--- config.mk ---
export PLATFORM = sky130hd
export DESIGN_NAME = pwm_cfg_ctrl_flat
export DESIGN_NICKNAME = d
export VERILOG_FILES = /design/src/rtl/pwm_cfg_ctrl_if.sv /design/src/rtl/pwm_cfg_ctrl.sv /design/src/flat_wrapper.sv
export SDC_FILE = /design/constraint.sdc
export NUM_CORES = 1
export LEC_CHECK = 0
export CORE_ASPECT_RATIO = 0.6
export CORE_UTILIZATION = 55
export CTS_BUF_LIST = sky130_fd_sc_hd__clkbuf_2
export DETAILED_ROUTE_END_ITERATION = 8
export GPL_ROUTABILITY_DRIVEN = 0
export HOLD_SLACK_MARGIN = 0.15
export PLACE_DENSITY = 0.89
export SLEW_MARGIN = 30
export SYNTH_ARGS = -nofsm -noshare
export SYNTH_HDL_FRONTEND = slang
export SYNTH_SLANG_ARGS = --single-unit
--- constraint.sdc ---
create_clock -name clk -period 3.8 [get_ports clk]
set_clock_uncertainty 0.05 [all_clocks]
set_input_delay 0.38 -clock clk [delete_from_list [all_inputs] [get_ports clk]]
set_output_delay 0.38 -clock clk [all_outputs]
set_load 0.03 [all_outputs]
--- src/rtl/pwm_cfg_ctrl_if.sv ---
// Configuration request bundle: valid/ready handshake plus the full PWM setting.
// Master offers cfg_valid with fields; slave returns cfg_ready.
interface pwm_cfg_ctrl_if #(
    parameter int CNT_W = 16
);
    logic             cfg_valid;
    logic             cfg_ready;
    logic             cfg_en;
    logic [CNT_W-1:0] cfg_period;
    logic [7:0]       cfg_functions;
    logic [CNT_W-1:0] cfg_compare1;
    logic [CNT_W-1:0] cfg_compare2;

    modport master (
        output cfg_valid, cfg_en, cfg_period, cfg_functions, cfg_compare1, cfg_compare2,
        input  cfg_ready
    );

    modport slave (
        input  cfg_valid, cfg_en, cfg_period, cfg_functions, cfg_compare1, cfg_compare2,
        output cfg_ready
    );
endinterface

--- src/rtl/pwm_cfg_ctrl.sv ---
// Validates a PWM config and commits it atomically on a counter wrap (2 cycles when disabled, else on wrap/timeout).
// Backpressure: cfg_ready is high only in IDLE; offers made while busy are ignored.
module pwm_cfg_ctrl #(
    parameter int TIMEOUT = 131072,
    parameter int CNT_W   = 16
) (
    input  logic             clk,
    input  logic             rst,
    pwm_cfg_ctrl_if.slave    cfg_if,
    input  logic             cfg_abort,
    input  logic [CNT_W-1:0] count_val,
    output logic             pwm_en,
    output logic [CNT_W-1:0] period,
    output logic [7:0]       functions,
    output logic [CNT_W-1:0] compare1,
    output logic [CNT_W-1:0] compare2,
    output logic             cfg_done,
    output logic             cfg_err,
    output logic             cfg_aborted,
    output logic             cfg_timeout
);
    localparam int WAIT_W = (TIMEOUT > 1) ? $clog2(TIMEOUT) : 1;
    localparam logic [WAIT_W-1:0] WAIT_LAST = WAIT_W'(TIMEOUT - 1);

    typedef enum logic [1:0] {S_IDLE, S_CHECK, S_PEND} state_t;

    state_t            r_state;
    logic              r_sh_en;
    logic [CNT_W-1:0]  r_sh_period, r_sh_cmp1, r_sh_cmp2;
    logic [7:0]        r_sh_func;
    logic [CNT_W-1:0]  r_prev_count;
    logic [WAIT_W-1:0] r_wait;
    logic              r_pwm_en;
    logic [CNT_W-1:0]  r_period, r_cmp1, r_cmp2;
    logic [7:0]        r_func;
    logic              r_done, r_err, r_aborted, r_timeout;

    logic w_wrap, w_cfg_ok, w_timeout_hit, w_free_commit;

    // A wrap is judged against the period currently driving the generator.
    assign w_wrap = ((r_prev_count == r_period) && (count_val == '0)) ||
                    ((r_prev_count == '0) && (count_val == r_period));
    assign w_cfg_ok = (r_sh_period != '0) && (r_sh_cmp1 <= r_sh_period) &&
                      (!r_sh_func[1] || ((r_sh_cmp1 < r_sh_cmp2) && (r_sh_cmp2 <= r_sh_period)));
    assign w_timeout_hit = (TIMEOUT != 0) && (r_wait == WAIT_LAST);
    assign w_free_commit = !r_pwm_en || w_wrap;

    always_ff @(posedge clk) begin
        if (rst) begin
            r_state      <= S_IDLE;
            r_sh_en      <= 1'b0;
            r_sh_period  <= '0;
            r_sh_cmp1    <= '0;
            r_sh_cmp2    <= '0;
            r_sh_func    <= '0;
            r_prev_count <= '0;
            r_wait       <= '0;
            r_pwm_en     <= 1'b0;
            r_period     <= '0;
            r_cmp1       <= '0;
            r_cmp2       <= '0;
            r_func       <= '0;
            r_done       <= 1'b0;
            r_err        <= 1'b0;
            r_aborted    <= 1'b0;
            r_timeout    <= 1'b0;
        end else begin
            r_done       <= 1'b0;
            r_err        <= 1'b0;
            r_aborted    <= 1'b0;
            r_timeout    <= 1'b0;
            r_prev_count <= count_val;
            case (r_state)
                S_IDLE: begin
                    if (cfg_if.cfg_valid) begin
                        r_sh_en     <= cfg_if.cfg_en;
                        r_sh_period <= cfg_if.cfg_period;
                        r_sh_func   <= cfg_if.cfg_functions;
                        r_sh_cmp1   <= cfg_if.cfg_compare1;
                        r_sh_cmp2   <= cfg_if.cfg_compare2;
                        r_state     <= S_CHECK;
                    end
                end
                S_CHECK: begin
                    if (w_cfg_ok) begin
                        r_state <= S_PEND;
                        r_wait  <= '0;
                    end else begin
                        r_state <= S_IDLE;
                        r_err   <= 1'b1;
                    end
                end
                S_PEND: begin
                    if (cfg_abort) begin
                        r_state     <= S_IDLE;
                        r_aborted   <= 1'b1;
                        r_sh_en     <= 1'b0;
                        r_sh_period <= '0;
                        r_sh_func   <= '0;
                        r_sh_cmp1   <= '0;
                        r_sh_cmp2   <= '0;
                    end else if (w_free_commit || w_timeout_hit) begin
                        // All five fields move together so no period mixes old and new settings.
                        r_pwm_en  <= r_sh_en;
                        r_period  <= r_sh_period;
                        r_func    <= r_sh_func;
                        r_cmp1    <= r_sh_cmp1;
                        r_cmp2    <= r_sh_cmp2;
                        r_done    <= 1'b1;
                        r_timeout <= !w_free_commit;
                        r_state   <= S_IDLE;
                    end else begin
                        r_wait <= r_wait + WAIT_W'(1);
                    end
                end
                default: r_state <= S_IDLE;
            endcase
        end
    end

    assign cfg_if.cfg_ready = (r_state == S_IDLE);
    assign pwm_en      = r_pwm_en;
    assign period      = r_period;
    assign functions   = r_func;
    assign compare1    = r_cmp1;
    assign compare2    = r_cmp2;
    assign cfg_done    = r_done;
    assign cfg_err     = r_err;
    assign cfg_aborted = r_aborted;
    assign cfg_timeout = r_timeout;
endmodule

--- src/flat_wrapper.sv ---
// flat-port wrapper written by rule: the top's interface ports become plain ports
module pwm_cfg_ctrl_flat 
#(
    parameter int TIMEOUT = 131072,
    parameter int CNT_W   = 16
)
  (clk, rst, cfg_abort, count_val, pwm_en, period, functions, compare1, compare2, cfg_done, cfg_err, cfg_aborted, cfg_timeout, cfg_if_cfg_valid, cfg_if_cfg_en, cfg_if_cfg_period, cfg_if_cfg_functions, cfg_if_cfg_compare1, cfg_if_cfg_compare2, cfg_if_cfg_ready);
  pwm_cfg_ctrl_if #(.CNT_W(CNT_W)) cfg_if_i ();
  input  logic clk;
  input  logic rst;
  input  logic cfg_abort;
  input  logic [CNT_W-1:0] count_val;
  output logic pwm_en;
  output logic [CNT_W-1:0] period;
  output logic [7:0] functions;
  output logic [CNT_W-1:0] compare1;
  output logic [CNT_W-1:0] compare2;
  output logic cfg_done;
  output logic cfg_err;
  output logic cfg_aborted;
  output logic cfg_timeout;
  input wire logic [$bits(cfg_if_i.cfg_valid)-1:0] cfg_if_cfg_valid;
  input wire logic [$bits(cfg_if_i.cfg_en)-1:0] cfg_if_cfg_en;
  input wire logic [$bits(cfg_if_i.cfg_period)-1:0] cfg_if_cfg_period;
  input wire logic [$bits(cfg_if_i.cfg_functions)-1:0] cfg_if_cfg_functions;
  input wire logic [$bits(cfg_if_i.cfg_compare1)-1:0] cfg_if_cfg_compare1;
  input wire logic [$bits(cfg_if_i.cfg_compare2)-1:0] cfg_if_cfg_compare2;
  output wire logic [$bits(cfg_if_i.cfg_ready)-1:0] cfg_if_cfg_ready;
  assign cfg_if_i.cfg_valid = cfg_if_cfg_valid;
  assign cfg_if_i.cfg_en = cfg_if_cfg_en;
  assign cfg_if_i.cfg_period = cfg_if_cfg_period;
  assign cfg_if_i.cfg_functions = cfg_if_cfg_functions;
  assign cfg_if_i.cfg_compare1 = cfg_if_cfg_compare1;
  assign cfg_if_i.cfg_compare2 = cfg_if_cfg_compare2;
  assign cfg_if_cfg_ready = cfg_if_i.cfg_ready;
  pwm_cfg_ctrl #(.TIMEOUT(TIMEOUT), .CNT_W(CNT_W)) u_core (.clk(clk), .rst(rst), .cfg_if(cfg_if_i), .cfg_abort(cfg_abort), .count_val(count_val), .pwm_en(pwm_en), .period(period), .functions(functions), .compare1(compare1), .compare2(compare2), .cfg_done(cfg_done), .cfg_err(cfg_err), .cfg_aborted(cfg_aborted), .cfg_timeout(cfg_timeout));
endmodule
Fig. 1: routed metal, one colour a layer
Bar = 50 um. Two of the layers only.
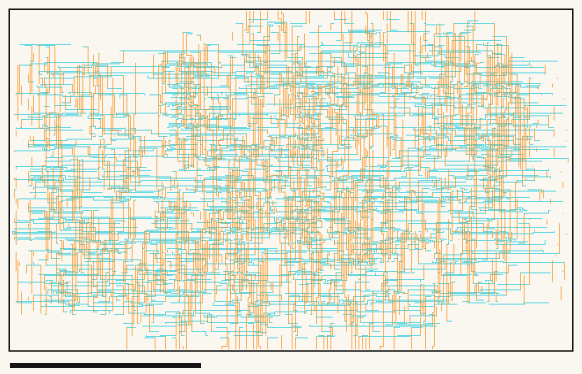
[cyan] M1 | wire length: 8,800 um
[orange] M2 | wire length: 8,330 um

Fig. 2: clock nets
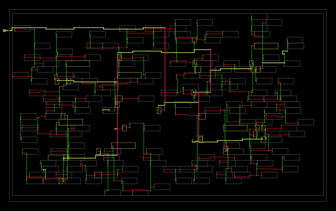
TritonCTS buffer count: 17
clk sinks: 153
P_clk: 1.17 mW
Late-Pin Clk Latency: 740 ps

Fig. 3: M3 wires
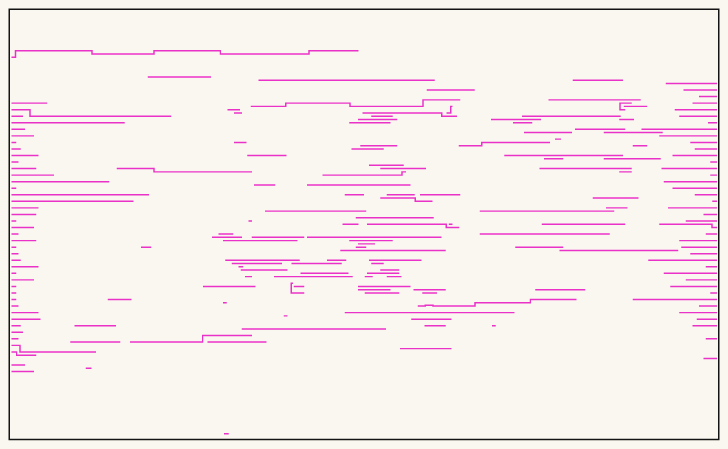
wire length on this layer: 1,700 um
nets with wire on the layer: 157
share of all routed wire: 9.0%
longest straight run: 36.3 um
main direction: horizontal

==> results.sh <==
# physical design summary
export IMPL_fin_nets=974
export IMPL_setup_viol=0
export IMPL_switching_share_pct=27.0
export IMPL_initCoreUtil_pct=57.0
export IMPL_wirelength_met1_um=8800
export IMPL_drt_iter0_markers=522
export IMPL_switchingPower_mw=0.919
export IMPL_p_clk_share_pct=34.4
export IMPL_finalWirelength_um=19000
export IMPL_ys_sh_adder_pct=8.83
export IMPL_xor_area_share_pct=4.04
export IMPL_synth_cells=714
export IMPL_post_route_drc_count=0
export IMPL_top_area_cell="dfxtp_1"
export IMPL_critPathBufInv=0
export IMPL_muxShareOfSynthArea_pct=8.65
export IMPL_wl_per_cell_um=18.6
export IMPL_worst_setup_path_end_kind="register"
export IMPL_simple_gate_share_pct=15.7
export IMPL_fmax_mhz=293
export IMPL_tns_ps=0
export IMPL_common_cells="dfxtp_1, nor2_1, mux2i_1, a22o_1, ha_1"
export IMPL_cp_top_family="simple AND/OR/NAND/NOR gates"
export IMPL_synth_top_area_share_pct=44.1
export IMPL_placed_area_um2=8450
export IMPL_grt_setup_unrepaired="false"
export IMPL_synth_top_flop_cell="dfxtp_1"
export IMPL_ant_nets=0
export IMPL_worstPathArrival_ps=3980
export IMPL_cts_clk_slew_worst_paths_ps=230
export IMPL_ioPinCount=139
export IMPL_ys_ff=153
export IMPL_p_int_mw=2.49
export IMPL_worstPathRequired_ps=4370
export IMPL_status="finished, final reports clean"
export IMPL_path_max_fanout=14
export IMPL_cts_root_buffer="clkbuf_2"
export IMPL_power_frac_seq_pct=50.9
export IMPL_cts_resized=0
export IMPL_avgSynthCellArea_um2=9.73
power by group through the flow:
stage,sequential (mW),clock (mW),combinational (mW)
after floorplan,1.74,0,0.291
after global placement,1.76,0,0.454
after detailed placement,1.76,0,0.480
after CTS,1.73,1.17,0.489
after global routing,1.74,1.24,0.541
final,1.74,1.17,0.498
routing by layer:
metal | GRT usage (%) | vias up
li1 | - | 2826
met1 | 41.0 | 2951
met2 | 46.4 | 297
met3 | 7.76 | 24
met4 | 7.50 | 0
met5 | 0 | -
final cells by class:
type	count	area [um^2]
clock buffers	21	105
multi-input cells	487	3610
inverters	41	154
repair buffers	148	1490
fillers	866	3340
clock inverters	11	219
well taps	165	206
flip-flops and latches	153	3060
placed cells by master, fill, tap and decap left out, types with 3 or more instances in the layout:
master,Yosys,layout
nor2b_1,22,22
buf_4,1,3
nor4_1,24,24
and3_1,11,11
bufinv_16,0,6
clkdlybuf4s50_1,0,137
ha_1,49,49
nand4_1,15,15
a211oi_1,5,5
a21oi_1,25,25
nand3_1,15,15
xnor2_1,8,8
xor2_1,24,24
inv_1,41,41
dfxtp_1,153,153
a31oi_1,3,3
mux2i_1,60,60
a21o_1,5,5
nor2_1,78,77
dlygate4sd3_1,0,6
nor3_1,6,6
o21ai_0,15,15
nand2_1,21,21
a22o_1,57,57
nand2b_1,13,13
clkbuf_2,1,21
path summary, 6_finish.rpt:
check | cells after the start | to | start | slack, ps
hold reg to reg | 1 | u_core.r_sh_func[6]$_SDFFE_PP0P_ | u_core.r_sh_func[6]$_SDFFE_PP0P_ | 450
setup reg to reg | 12 | u_core.r_wait[12]$_SDFFE_PP0P_ | u_core.r_wait[0]$_SDFFE_PP0P_ | 390
hold / removal | 2 | u_core.r_sh_cmp2[2]$_SDFFE_PP0P_ | cfg_if_cfg_compare2[2] | 170
setup / recovery | 12 | u_core.r_wait[12]$_SDFFE_PP0P_ | u_core.r_wait[0]$_SDFFE_PP0P_ | 390
through the flow:
step	setup WS (ps)	hold slack, ps	utilization [%]	total power [mW]	std cells
finish	393	170	72.6	3.41	1026
global route	90.6	151	72.6	3.52	1026
CTS	375	157	72.2	3.39	1021
detailed placement	396	410	69.4	2.24	988
global placement	623	405	69.4	2.22	988
floorplan	1180	392	-	2.04	714
timing repair:
action	4_1_cts	5_1_grt
setup endpoints to repair	0	0
hold buffers	1	5
setup buffers	0	0
endpoints found under the hold margin	35	5
kinds of logic (layout without fill, tap and decap cells):
kind of cell	Yosys count	count (layout)
buffers and inverters	74	221
xor gates and xnor gates	32	32
muxes	60	60
and+or+nand+nor	215	215
adders and majority gates	49	49
DFF	153	153
AOI/OAI and AO/OA	131	131
state kept, by name, indices dropped and copies added (netlist names), 2 cells and up:
register             flops
u_core.r_sh_cmp1        16
u_core.r_sh_func         8
u_core.r_sh_cmp2        16
u_core.r_state           2
u_core.compare1         16
u_core.r_wait           17
u_core.r_sh_period      16
u_core.functions         8
u_core.period           16
u_core.compare2         16
u_core.r_prev_count     16
No activity file was given, so power comes from the tool's default toggle rates.
